## config.mk

```make
export PLATFORM = sky130hd
export DESIGN_NAME = ssd_display_ctrl
export DESIGN_NICKNAME = d
export VERILOG_FILES = /design/src/rtl/ssd_pkg.sv /design/src/rtl/ssd_display_ctrl_bin2bcd.sv /design/src/rtl/ssd_display_ctrl.sv
export SDC_FILE = /design/constraint.sdc
export NUM_CORES = 1
export LEC_CHECK = 0
export ABC_AREA = 1
export CORE_MARGIN = 10
export CORE_UTILIZATION = 25
export CTS_CLUSTER_DIAMETER = 80
export DETAILED_ROUTE_END_ITERATION = 10
export HOLD_SLACK_MARGIN = 0.1
export MAX_ROUTING_LAYER = met4
export PLACE_DENSITY_LB_ADDON = 0.3
export RECOVER_POWER = 100
export SETUP_SLACK_MARGIN = 0.1
export SKIP_CTS_REPAIR_TIMING = 1
export SLEW_MARGIN = 20
export SYNTH_ARGS = -nofsm -noshare
export SYNTH_HDL_FRONTEND = slang
export SYNTH_HIERARCHICAL = 1
export SYNTH_SLANG_ARGS = --single-unit
export TNS_END_PERCENT = 100
```

## constraint.sdc

```tcl
create_clock -name clk -period 6.44 [get_ports clk]
set_input_delay 1.288 -clock clk [delete_from_list [all_inputs] [get_ports clk]]
set_output_delay 1.288 -clock clk [all_outputs]
set_load 0.005 [all_outputs]
```

## src/rtl/ssd_pkg.sv

```systemverilog
// Shared types and constants for the two-digit seven-segment display controller.
package ssd_pkg;

  typedef enum logic [1:0] {
    ST_BLANK,
    ST_TIMER,
    ST_SCORE,
    ST_MSG
  } state_t;

  localparam logic [1:0] SRC_BLANK = 2'd0;
  localparam logic [1:0] SRC_TIMER = 2'd1;
  localparam logic [1:0] SRC_SCORE = 2'd2;
  localparam logic [1:0] SRC_MSG   = 2'd3;

  localparam logic [3:0] GLYPH_H = 4'hA;
  localparam logic [3:0] GLYPH_I = 4'hB;

  localparam logic [6:0] MAX_VAL = 7'd99;

  function automatic logic [6:0] sat99(input logic [6:0] v);
    return (v > MAX_VAL) ? MAX_VAL : v;
  endfunction

endpackage

```

## src/rtl/ssd_display_ctrl_bin2bcd.sv

```systemverilog
// Sequential binary-to-BCD converter: one subtraction of ten per cycle,
// done pulses tens+2 cycles after the start cycle.
module bin2bcd_seq (
  input  logic       clk,
  input  logic       rst_n,
  input  logic       start,
  input  logic [6:0] bin,
  output logic       busy,
  output logic       done,
  output logic [3:0] tens,
  output logic [3:0] ones
);

  logic [6:0] rem;
  logic [3:0] cnt;

  // NOTE: state is updated with non-blocking assignments so every register
  // samples the pre-edge values of its neighbours.
  always_ff @(posedge clk or negedge rst_n) begin
    if (!rst_n) begin
      busy <= 1'b0;
      done <= 1'b0;
      rem  <= '0;
      cnt  <= '0;
      tens <= '0;
      ones <= '0;
    end else begin
      done <= 1'b0;
      if (!busy) begin
        if (start) begin
          busy <= 1'b1;
          rem  <= bin;
          cnt  <= '0;
        end
      end else if (rem >= 7'd10) begin
        rem <= rem - 7'd10;
        cnt <= cnt + 4'd1;
      end else begin
        busy <= 1'b0;
        done <= 1'b1;
        tens <= cnt;
        ones <= rem[3:0];
      end
    end
  end

endmodule

```

## src/rtl/ssd_display_ctrl.sv

```systemverilog
// Display source arbiter: "HI" message > latched score > live timer > blank,
// with leading-zero blanking, score blinking and message hold timing.
module ssd_display_ctrl
  import ssd_pkg::*;
#(
  parameter int unsigned TICK_DIV       = 10_000_000,
  parameter int unsigned MSG_HOLD_TICKS = 20,
  parameter int unsigned BLINK_TICKS    = 5,
  parameter int unsigned SCORE_BLINKS   = 6
) (
  input  logic       clk,
  input  logic       rst_n,
  input  logic [6:0] timer_val,
  input  logic       timer_active,
  input  logic [6:0] score_val,
  input  logic       score_valid,
  input  logic       score_clear,
  input  logic       msg_req,
  output logic [3:0] digit_one,
  output logic [3:0] digit_two,
  output logic       one_en,
  output logic       two_en,
  output logic [1:0] src
);

  localparam int PRE_W   = (TICK_DIV > 1) ? $clog2(TICK_DIV) : 1;
  localparam int HOLD_W  = (MSG_HOLD_TICKS > 1) ? $clog2(MSG_HOLD_TICKS) : 1;
  localparam int BLINK_W = (BLINK_TICKS > 1) ? $clog2(BLINK_TICKS) : 1;
  localparam int HALF_W  = $clog2(SCORE_BLINKS + 1);

  localparam logic [PRE_W-1:0]   PRE_LAST   = PRE_W'(TICK_DIV - 1);
  localparam logic [HOLD_W-1:0]  HOLD_LAST  = HOLD_W'(MSG_HOLD_TICKS - 1);
  localparam logic [BLINK_W-1:0] BLINK_LAST = BLINK_W'(BLINK_TICKS - 1);
  localparam logic [HALF_W-1:0]  HALF_END   = HALF_W'(SCORE_BLINKS);

  state_t              state, nxt;
  logic [PRE_W-1:0]    presc, presc_nxt;
  logic [HOLD_W-1:0]   hold_cnt, hold_nxt;
  logic [BLINK_W-1:0]  blink_cnt, blink_nxt;
  logic [HALF_W-1:0]   half_cnt, half_nxt;
  logic [3:0]          d1_nxt, d2_nxt;
  logic                one_nxt, two_nxt;
  logic [1:0]          src_nxt;

  logic                score_latched, score_pend, score_cv, timer_cv;
  logic [6:0]          score_reg, last_treq, tsat;
  logic                treq_valid, conv_score;
  logic [3:0]          score_t, score_o, timer_t, timer_o;

  logic                busy, done, conv_start, score_req, timer_req;
  logic [6:0]          conv_bin;
  logic [3:0]          bcd_tens, bcd_ones;

  logic                tick, hold_done, restart, score_set, blink_on;
  logic                s_done, t_done, s_ok, t_ok;
  logic [3:0]          s_tens, s_ones, t_tens, t_ones;

  assign tsat      = sat99(timer_val);
  assign tick      = (presc == PRE_LAST);
  assign score_set = score_valid | (score_latched & ~score_clear);
  assign hold_done = (state == ST_MSG) && tick && (hold_cnt == HOLD_LAST);

  // Fresh results are forwarded straight from the converter on its done cycle.
  assign s_done = done &  conv_score & ~score_pend;
  assign t_done = done & ~conv_score;
  assign s_ok   = score_cv | s_done;
  assign t_ok   = timer_cv | t_done;
  assign s_tens = s_done ? bcd_tens : score_t;
  assign s_ones = s_done ? bcd_ones : score_o;
  assign t_tens = t_done ? bcd_tens : timer_t;
  assign t_ones = t_done ? bcd_ones : timer_o;

  assign score_req  = score_valid | score_pend;
  assign timer_req  = (nxt == ST_TIMER) && (!treq_valid || (tsat != last_treq));
  assign conv_start = !busy && (score_req || timer_req);
  assign conv_bin   = score_valid ? sat99(score_val) : (score_pend ? score_reg : tsat);

  bin2bcd_seq u_bcd (
    .clk   (clk),
    .rst_n (rst_n),
    .start (conv_start),
    .bin   (conv_bin),
    .busy  (busy),
    .done  (done),
    .tens  (bcd_tens),
    .ones  (bcd_ones)
  );

  // NOTE: every signal written here gets a default first so no latch is inferred.
  always_comb begin
    nxt       = ST_BLANK;
    presc_nxt = tick ? '0 : presc + PRE_W'(1);
    hold_nxt  = hold_cnt;
    blink_nxt = blink_cnt;
    half_nxt  = half_cnt;
    d1_nxt    = digit_one;
    d2_nxt    = digit_two;
    one_nxt   = 1'b0;
    two_nxt   = 1'b0;
    src_nxt   = SRC_BLANK;

    if (msg_req || (state == ST_MSG && !hold_done)) nxt = ST_MSG;
    else if (score_set)                            nxt = ST_SCORE;
    else if (timer_active)                         nxt = ST_TIMER;

    restart = (nxt != state) || msg_req || (score_valid && state == ST_SCORE);

    if (restart) begin
      presc_nxt = '0;
      hold_nxt  = '0;
      blink_nxt = '0;
      half_nxt  = '0;
    end else if (tick) begin
      if (state == ST_MSG) hold_nxt = hold_cnt + HOLD_W'(1);
      if (state == ST_SCORE && half_cnt < HALF_END) begin
        if (blink_cnt == BLINK_LAST) begin
          blink_nxt = '0;
          half_nxt  = half_cnt + HALF_W'(1);
        end else begin
          blink_nxt = blink_cnt + BLINK_W'(1);
        end
      end
    end

    blink_on = !(half_nxt[0] && (half_nxt < HALF_END));

    case (nxt)
      ST_MSG: begin
        d1_nxt  = GLYPH_H;
        d2_nxt  = GLYPH_I;
        one_nxt = 1'b1;
        two_nxt = 1'b1;
        src_nxt = SRC_MSG;
      end
      ST_SCORE: begin
        src_nxt = SRC_SCORE;
        if (s_ok) begin
          d1_nxt  = s_tens;
          d2_nxt  = s_ones;
          two_nxt = blink_on;
          one_nxt = blink_on && (s_tens != 4'd0);
        end
      end
      ST_TIMER: begin
        src_nxt = SRC_TIMER;
        if (t_ok) begin
          d1_nxt  = t_tens;
          d2_nxt  = t_ones;
          two_nxt = 1'b1;
          one_nxt = (t_tens != 4'd0);
        end
      end
      default: ;
    endcase
  end

  always_ff @(posedge clk or negedge rst_n) begin
    if (!rst_n) begin
      state     <= ST_BLANK;
      presc     <= '0;
      hold_cnt  <= '0;
      blink_cnt <= '0;
      half_cnt  <= '0;
      digit_one <= '0;
      digit_two <= '0;
      one_en    <= 1'b0;
      two_en    <= 1'b0;
      src       <= SRC_BLANK;
    end else begin
      state     <= nxt;
      presc     <= presc_nxt;
      hold_cnt  <= hold_nxt;
      blink_cnt <= blink_nxt;
      half_cnt  <= half_nxt;
      digit_one <= d1_nxt;
      digit_two <= d2_nxt;
      one_en    <= one_nxt;
      two_en    <= two_nxt;
      src       <= src_nxt;
    end
  end

  always_ff @(posedge clk or negedge rst_n) begin
    if (!rst_n) begin
      score_latched <= 1'b0;
      score_pend    <= 1'b0;
      score_reg     <= '0;
      score_cv      <= 1'b0;
      score_t       <= '0;
      score_o       <= '0;
      timer_cv      <= 1'b0;
      timer_t       <= '0;
      timer_o       <= '0;
      last_treq     <= '0;
      treq_valid    <= 1'b0;
      conv_score    <= 1'b0;
    end else begin
      if (score_valid) begin
        score_latched <= 1'b1;
        score_reg     <= sat99(score_val);
      end else if (score_clear) begin
        score_latched <= 1'b0;
      end

      if (conv_start && score_req) score_pend <= 1'b0;
      else if (score_valid)        score_pend <= 1'b1;
      else if (score_clear)        score_pend <= 1'b0;

      if (conv_start) begin
        conv_score <= score_req;
        if (!score_req) begin
          last_treq  <= tsat;
          treq_valid <= 1'b1;
        end
      end

      if (s_done) begin
        score_t  <= bcd_tens;
        score_o  <= bcd_ones;
        score_cv <= 1'b1;
      end
      if (t_done) begin
        timer_t  <= bcd_tens;
        timer_o  <= bcd_ones;
        timer_cv <= 1'b1;
      end
      // A new or dropped score invalidates any cached result, even one landing now.
      if (score_valid || score_clear) score_cv <= 1'b0;
    end
  end

endmodule
```

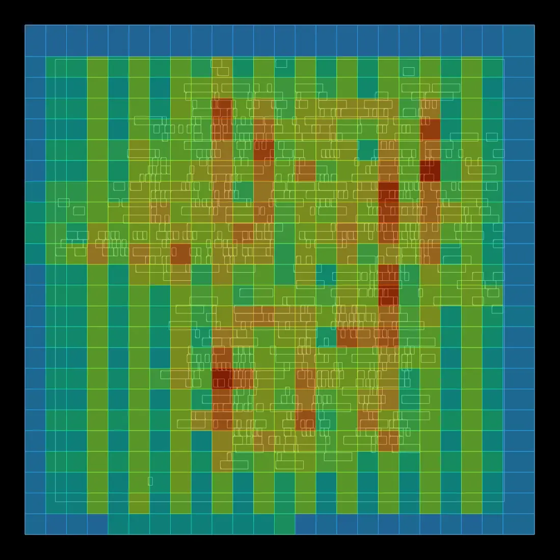
**Above:** run 1 (routing congestion map).
met2 Use GR: 0.132
fin util: 0.292
GR peak layer: met2

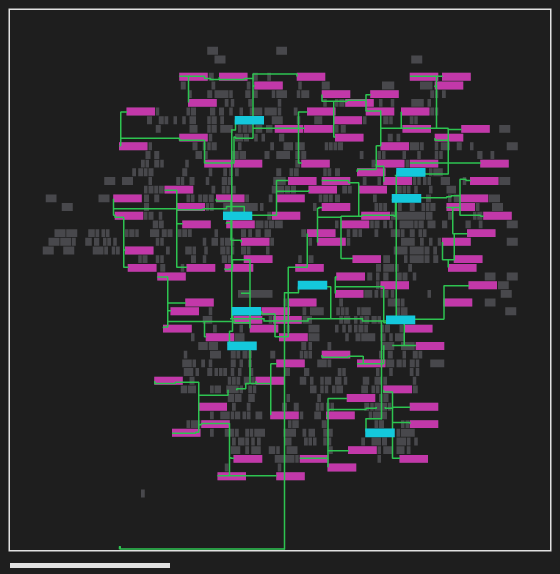
**Above:** run 1 (clock wires, drivers and flops).
Scale bar: 50 microns.
clock drivers -> cyan  # count 9
flip-flops -> magenta  # count 106
clock wires -> green  # length 1550 microns
routed clock nets = 10

==> results.cfg, run 1 <==
; generated from flow reports
[run]
max_cap_violations = 2
warning_count = 31

[sta]
maxSlewViolCount = 78
slew-limit-headroom = -1.31
rsz0062_at_grt = false
tns_ns = 0
hold_viol_final = 0
hold_slack_ns = 0.476
worst_slack_ns = 1.71
report.final.setup_viol = 0
fin_crit_sh = 0.734
finClkSkew_ns = 0.0104

[logic_synthesis]
ys_cells = 668
ys_sh_simple = 0.271
fa_ha_area_frac = 0.0270
postSynthSeqShare = 0.477
synth_area_sq_um = 5560
netlist.top_cell.by_area = dfrtp_1
ys_top_logic_family = simple AND/OR/NAND/NOR gates
xor_share = 0.0362
yosysWarnings = 6
syn_avg_cell_area_sq_um = 8.33
synth.distinct_cells = 46
topCellsByArea = dfrtp_1 48%, nand2_1 11%, inv_1 4.9%, nor2_1 4.9%, o21ai_0 4.0%
yosysChipArea_sq_um = 5560
synth_flops = 106

[pwr]
ir_drop_uv = 155
p_leak_nw = 2.90
powerDensity_nw_per_um2 = 301
power_mw = 1.93

[detailed_routing]
via_count = 4230
dr.first_iter.drc_count = 240
drc_errors = 0
dr.pass1.iters = 4
detail-route-antenna-nets = 0
drt-total-wl_microns = 12600
via_per_inst = 4.30

[hold_path]
min_path_cells = 2
holdPathEnd = score_reg[6]$_DFFE_PN0P_
min_from = score_reg[6]$_DFFE_PN0P_

[critical_path]
worstSetupPathType = in -> reg
crit_chain = dlygate4sd3_1, a21oi_1, nand2_1, nand3_1, ha_1, inv_1, nor2_1, a211oi_1, a41oi_1
crit_buf_inv = 2
critPathMaxFanout = 18
cp_slowest_stage_delay_ns = 1.16
crit_start = score_valid
cp.required_ns = 6.58
critPathLaunchType = input port
regToRegStartpoint = presc[0]$_DFF_PN0_
crit_arrival_ns = 4.87
crit_path_end_kind = register
critPathSlowestCell = a211oi_1

[floorplanning]
die_x_microns = 169
fp-row-count = 54
io_pins = 32
core_area_sq_um = 21900
dieArea_sq_um = 28600
die_h_microns = 169
fp_util = 0.254

[global_routing]
overflow = 0
grt_pass1_wl_microns = 21600
grt_pass1_vias = 4239
track_usage = 0.0937
antenna_found_initial = 0

[clocking]
cts_buffers = 9
clk_pin_slew_ns = 0.08
htree_num_levels = 3
cts_root_buf = clkbuf_16
clockBufferDepth = 2
clk_latency_ns = 0.36

[placed_design]
port_buffers = 31
postPlaceCellArea_sq_um = 6150
dp.cells = 967
globalplace.congestion = 0.789

[finish]
final.fill_count = 2396
largest-register = presc
diodes = 0
final_area_sq_um = 6400
largest_reg_flops = 24
lay_top_count = nand2_1
final_cell_mix = 164 x nand2_1, 106 x dfrtp_1, 75 x inv_1, 74 x nor2_1, 55 x o21ai_0
nNetsFinal = 730
layout-drive-gt1-share = 0.0811
fin_cells = 983

[outcome]
violations = max-capacitance violations, max-slew violations
status = finished with violations
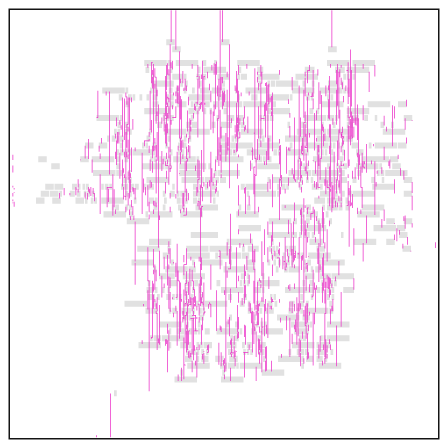
**Above:** run 1 (metal 2).
wire length on this layer = 5340 microns
longest straight run = 56.8 microns
main direction = vertical

## run 1: cell usage after synthesis (all sizes together)
cell / number
nand2: 175
dfrtp: 106
nor2: 84
inv: 83
o21ai: 56
nand3: 39
a21oi: 25
xor2: 16
ha: 12
nand4: 11
nor3: 9
buf: 7
xnor2: 7
clkbuf: 6
a211oi: 4
a41oi: 4
mux2: 4
nor4: 3
o21a: 3
o31ai: 3
a31oi: 2
o22ai: 2
or2: 2
a21boi: 1
a22o: 1
a31o: 1
o221ai: 1
or3b: 1
## run 1: report_power, final
| part | internal, mW | switching (mW) |
|---|---|---|
| logic | 0.142 | 0.284 |
| registers | 0.760 | 0.0810 |
| clock network | 0.389 | 0.273 |
| total | 1.29 | 0.637 |
## run 1: cell type report
| type | count | area, sq um | area share |
|---|---|---|---|
| Inverter | 83 | 313 | 0.0489 |
| Multi-Input combinational cell | 466 | 2410 | 0.377 |
| Tap cell | 280 | 350 | 0.0548 |
| Clock inverter | 7 | 131 | 0.0205 |
| Clock buffer | 9 | 225 | 0.0352 |
| Sequential cell | 106 | 2650 | 0.415 |
| Timing Repair Buffer | 32 | 312 | 0.0487 |
## run 1: how the worst max path moves through the flow
stage	to	slack (ns)	depth (start not counted)
floorplan	digit_one[3]$_DFFE_PN0P_	3.13	10
global placement	digit_two[0]$_DFFE_PN0P_	2.03	8
detailed placement	digit_two[0]$_DFFE_PN0P_	1.92	8
CTS	digit_two[1]$_DFFE_PN0P_	2.31	8
global route	digit_two[3]$_DFFE_PN0P_	1.22	9
finish	digit_two[0]$_DFFE_PN0P_	1.71	9
## run 1: metal layers
metal	routed length, microns	global-route usage
met1	6660	0.129
met2	5340	0.132
met3	405	0.0174
met4	242	0.0386
met5	0	-
--- run 2 (diff from run 1) ---
Clock period 6.44 ns to 4.6 ns, I/O delays scaled along.
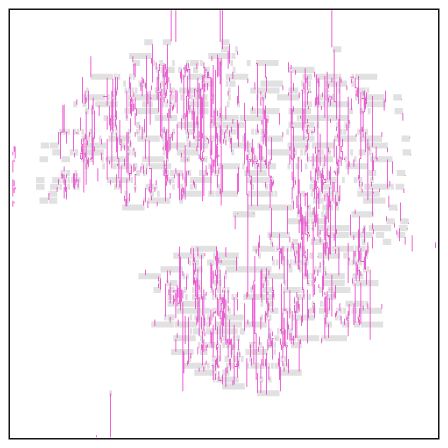
**Above:** run 2 (metal 2).
nets with wire on the layer = 569
share of all routed wire = 42%
wire length on this layer = 5340 microns
main direction = vertical
longest straight run = 58.1 microns

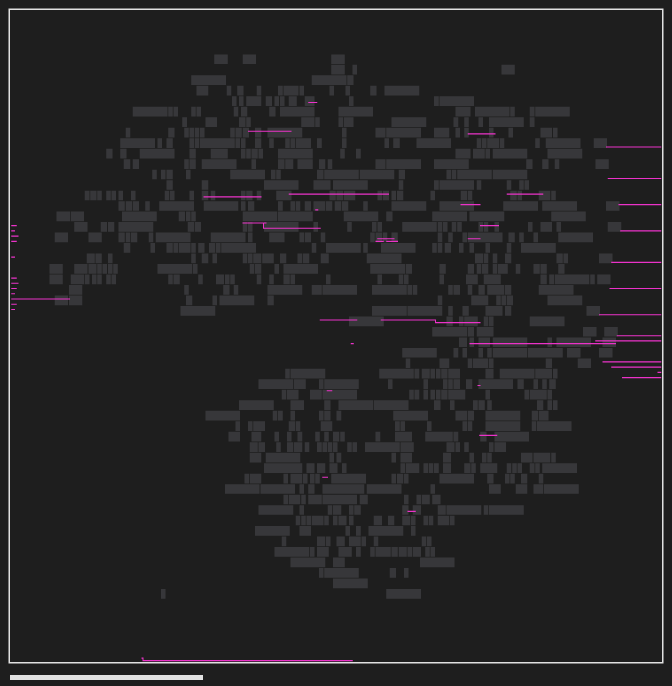
**Above:** run 2 (the metal 3 layer).
Scale bar: 50 microns.
nets with wire on the layer = 39
share of all routed wire = 3.4%
wire length on this layer = 434 microns
main direction = horizontal

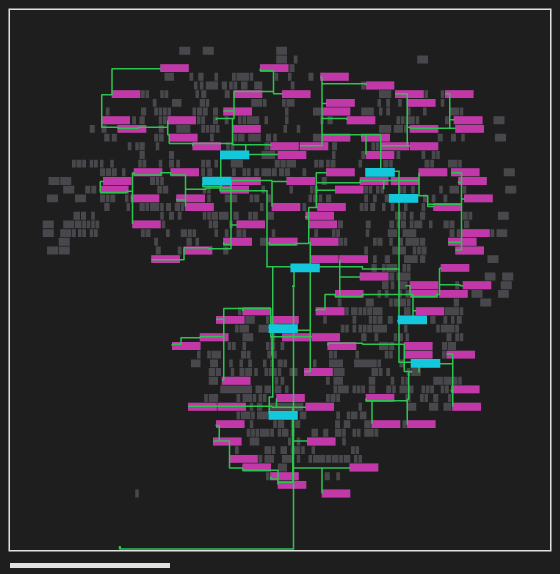
**Above:** run 2 (clock wires, drivers and flops).
Scale bar: 50 microns.
clock drivers -> cyan  # count 9
clock wires -> green  # length 1470 microns
flip-flops -> magenta  # count 106
routed clock nets = 10

==> run 2 against run 1 <==
The run now ends clean. Die area stayed put. Critical path type unchanged. Power grew 33%. Clock power grew 19%. Core utilization about the same. Cell count up 0.41%. Count of clock-buffer cells in the layout is 2 higher.
==> results.cfg, run 2 <==
; generated from flow reports
[logic_synthesis]
netlist.top_cell.by_area = dfrtp_1
ff_type = dfrtp_1
ys_cells = 668
postSynthSeqShare = 0.477
top_cell = nand2_1
syn_avg_cell_area_sq_um = 8.33

[detailed_routing]
drc_errors = 0
drt-total-wl_microns = 12700
wl_met3_microns = 433
via_count = 4339
routed.top_layer = met4

[sta]
finClkSkew_ns = 0.0103
fin_crit_sh = 0.840
worst_slack_ns = 0.738
tns_ns = 0

[floorplanning]
io_pins = 32
fp-row-count = 54
die_x_microns = 169
fp_util = 0.254
core_area_sq_um = 21900

[pwr]
ir_drop_uv = 162

[finish]
final_cell_mix = 167 x nand2_1, 106 x dfrtp_1, 75 x inv_1, 73 x nor2_1, 53 x o21ai_0
largest-register = presc
final.fill_count = 2384
largest_reg_flops = 24

[outcome]
status = finished, final reports clean

[critical_path]
regToRegStartpoint = presc[0]$_DFF_PN0_
crit_chain = dlygate4sd3_1, clkbuf_1, inv_1, o21ai_0, o21ai_0, nand2_1, nor2_1, nand2_1, o31ai_2
crit_path_end_kind = register
crit_start = score_valid

[global_routing]
grt.busiest_layer = met2
grt_pass1_vias = 4227
antenna_found_initial = 0
track_usage = 0.0946
met3_usage = 0.0162
grt.met1_usage = 0.131
==> run 2: cell counts after synthesis <==
No cell type changed its count.
==> run 2: power by group <==
part / internal, mW / switching (mW)
Sequential: 1.06 / 0.115
Combinational: 0.207 / 0.401
Clock: 0.427 / 0.356
==> run 2: kinds of logic (layout without fill, tap and decap cells) <==
logic type	Yosys count	in the layout	share of synthesized area
and+or+nand+nor	324	324	0.271
DFF	106	106	0.477
AOI/OAI and AO/OA	103	103	0.110
buffers and inverters	96	135	0.0711
xor gates and xnor gates	23	23	0.0362
adders and majority gates	12	12	0.0270
muxes	4	4	0.00810
==> run 2: through the flow <==
step,cell area [sq um],std cells,util
floorplan,5560,668,-
global placement,6170,970,0.282
detailed placement,6170,970,0.282
CTS,6460,986,0.295
global route,6390,987,0.292
finish,6390,987,0.292
==> run 2: area by class of cell <==
type / instances / area share
multi-input cells: 466 / 0.381
flip-flops and latches: 106 / 0.415
repair buffers: 36 / 0.0542
well taps: 280 / 0.0548
clock inverters: 5 / 0.00959
clock buffers: 11 / 0.0364
inverters: 83 / 0.0491
==> run 2: worst paths after layout <==
check | endpoint | slack [ns] | depth (start not counted)
setup / recovery | hold_cnt[4]$_DFFE_PN0P_ | 0.74 | 9
hold / removal | score_reg[5]$_DFFE_PN0P_ | 0.47 | 2
setup reg to reg | u_bcd/rem[0]$_DFFE_PN0P_ | 1.48 | 13
hold reg to reg | score_reg[5]$_DFFE_PN0P_ | 0.47 | 2
max in group asynchronous | u_bcd/cnt[0]$_DFFE_PN0P_ | 2.13 | 3
min in group asynchronous | presc[12]$_DFF_PN0_ | 0.81 | 1
Power figures rest on the tool's default switching activity, not on a simulated workload.
